<file path="src/rtl/mux_2_to_1.sv">
// Registered two-input word selector: forwards a or b (chosen by op) into an
// output register on enabled clock edges, with a one-cycle out_valid strobe.
module mux_2_to_1 #(
  parameter int WIDTH = 64
) (
  input  logic             clk,
  input  logic             rst_n,
  input  logic             en,
  input  logic             op,
  input  logic [WIDTH-1:0] a,
  input  logic [WIDTH-1:0] b,
  output logic [WIDTH-1:0] out,
  output logic             out_valid
);

  // Handshake: en is a one-sided valid with no ready; every edge with en=1
  // captures op ? b : a, and out_valid pulses for exactly the following cycle.
  logic [WIDTH-1:0] out_d, out_q;
  logic             out_valid_d, out_valid_q;

  always_comb begin
    out_d       = out_q;
    out_valid_d = 1'b0;
    if (en) begin
      out_d       = op ? b : a;
      out_valid_d = 1'b1;
    end
  end

  always_ff @(posedge clk) begin
    if (!rst_n) begin
      out_q       <= '0;
      out_valid_q <= 1'b0;
    end else begin
      out_q       <= out_d;
      out_valid_q <= out_valid_d;
    end
  end

  assign out       = out_q;
  assign out_valid = out_valid_q;

endmodule

</file>
<file path="config.mk">
export PLATFORM = sky130hd
export DESIGN_NAME = mux_2_to_1
export DESIGN_NICKNAME = d
export VERILOG_FILES = /design/src/rtl/mux_2_to_1.sv
export SDC_FILE = /design/constraint.sdc
export NUM_CORES = 1
export LEC_CHECK = 0
export CAP_MARGIN = 20
export CELL_PAD_IN_SITES_DETAIL_PLACEMENT = 1
export CELL_PAD_IN_SITES_GLOBAL_PLACEMENT = 1
export CORE_MARGIN = 8
export CORE_UTILIZATION = 26
export DETAILED_ROUTE_END_ITERATION = 8
export PLACE_DENSITY = 0.93
export SLEW_MARGIN = 20
export SYNTH_ARGS = -nofsm -noshare
export SYNTH_HDL_FRONTEND = slang
export SYNTH_SLANG_ARGS = --single-unit
</file>
<file path="constraint.sdc">
create_clock -name clk -period 1.6 [get_ports clk]
set_clock_uncertainty 0.05 [all_clocks]
set_input_delay 0.32 -clock clk [delete_from_list [all_inputs] [get_ports clk]]
set_output_delay 0.32 -clock clk [all_outputs]
set_load 0.005 [all_outputs]
</file>
### Met2 routing

Scale bar: 20 um.
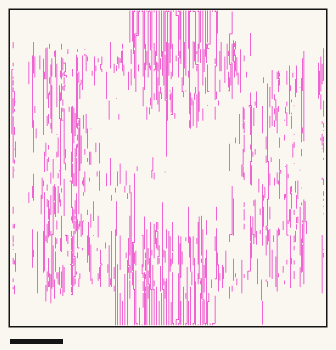
nets with wire on the layer: 550
longest straight run: 41.1 um
share of all routed wire: 49%
main direction: vertical
wire length on this layer: 5480 um
final wirelength: 11.26 mm
Via Count: 2904
met2 Usage GRT: 25.53%

### M3 wires

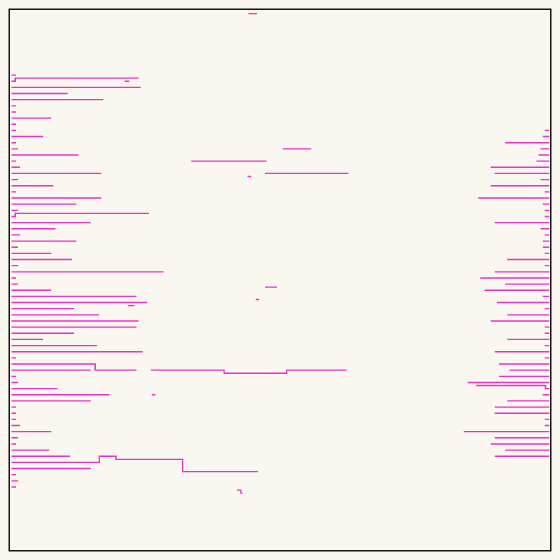
longest straight run: 33.4 um
main direction: horizontal
share of all routed wire: 11%
nets with wire on the layer: 127
wire length on this layer: 1220 um

### Clock wiring as the flow saved it

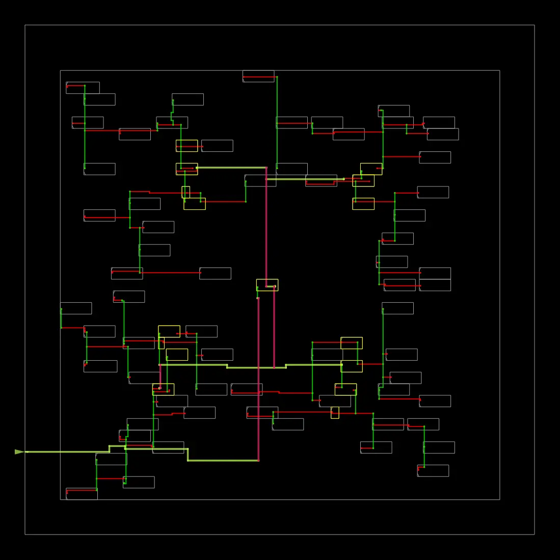
Skew-Pair Late Insertion Delay: 0.33 ns
Num CTS Buffers: 9
registers: 65
Clock Sinks: 65

cell type report:
cell class	count	share of cell area, %
Sequential cell	65	25.58
Tap cell	136	3.339
Clock inverter	2	0.1964
Clock buffer	14	3.585
Timing Repair Buffer	203	42.03
Multi-Input combinational cell	193	25.26
state kept, by name, indices dropped and copies added, names as in the netlist:
name,count
out_valid,1
out,64
placed cells by master (no fill, tap or decap), types with 2 or more instances in the layout:
master	count
dfxtp_1	63
clkinv_2	2
clkdlybuf4s50_1	154
clkbuf_8	13
dlymetal6s2s_1	33
dfxtp_2	2
o21ai_0	64
mux2i_1	64
dlygate4sd2_1	6
buf_4	4
buf_12	5
a21oi_1	64
metal layers:
metal  track usage, %  share of wire [%]
met5                0                  0
met4            4.996                1.6
met3            8.172                 11
met2            25.53                 49
met1            15.69                 39
==> flow_summary.ini <==
; physical design summary
[run_status]
status = completed

[power]
p_sw_share_pct = 24.66
power.density_mw_per_mm2 = 798.1
p_comb_share_pct = 22.8
pg_comb_w = 0.000928
power_frac_clock_pct = 33.0
internal_power_w = 0.003065
seq_power_share_pct = 44.2

[synthesis]
aoi_share_pct = 23.02
yosys_area_mm2 = 0.002783
yosysWarnings = 0
adder_share_pct = 0
ys_sh_mux_pct = 23.02
synth_top_area_share_pct = 46.76
edf_count = 0
syn_inst = 286
synthesis.nets = 418
synth_seq_share_pct = 46.76
top_area_cell = dfxtp_1
top_cells_by_count = dfxtp_1 (65), a21oi_1 (64), mux2i_1 (64), o21ai_0 (64), clkbuf_1 (12)
synth-async-reset-ratio_pct = 0
synth_area_mm2 = 0.002783
xor_share_pct = 0
ys_cells = 286

[final_timing]
slew_violations = 0
tns_ns = 0
setup_slack_ns = 0.04494
clock.fmax_ghz = 0.6431
fin_crit_ns = 1.555
setup_viol_count_final = 0
worst_hold_slack_ns = 0.4163
finalCritPeriodShare_pct = 97.19
slew_headroom_pct = 82.53

[worst_setup_path]
critPathTopFamily = buffers and inverters
cp-start-kind = flip-flop
cp.depth = 1
required_ns = 1.23
ff2ff_path_depth = 2
crit_fanout = 2
r2r-end = out[50]
reg2reg_from = out[50]
cp-startpoint = out[5]
rrSetupSlack_ns = 0.79

[clock_network]
cts_hold_buffers = 0
cts_root_buf = clkbuf_8
cts_buffer_depth = 2
post-cts-setup-buffer-count = 0
clkTransAtPathRegs_ns = 0.07

[cells_and_area]
diodes = 0
final_core_util_pct = 49.14
fin_nets = 604
fin_cells = 613
fillers = 1150
drive_gt1_share_pct = 5.660
flop_area_mm2 = 0.001304

[detailed_routing]
viasPerCell = 4.737
drc_errors = 0
post_drt_wl_per_cell_um = 18.37

[place]
dp_slack_ns = 0.2491
gp_congestion = 0.7629
dp_hpwl_mm = 8.619
placed_cells = 597
io_buffers = 196

[job]
drv_cap = 0

[global_route]
antenna_found_initial = 0
track_usage_pct = 15.10
grt_max_degree = 68
grt_overflow = 0
grt_pass1_wl_mm = 17.28

[min_path]
min_from = op

[floorplan]
core_area_mm2 = 0.01037
fp_util_pct = 26.83
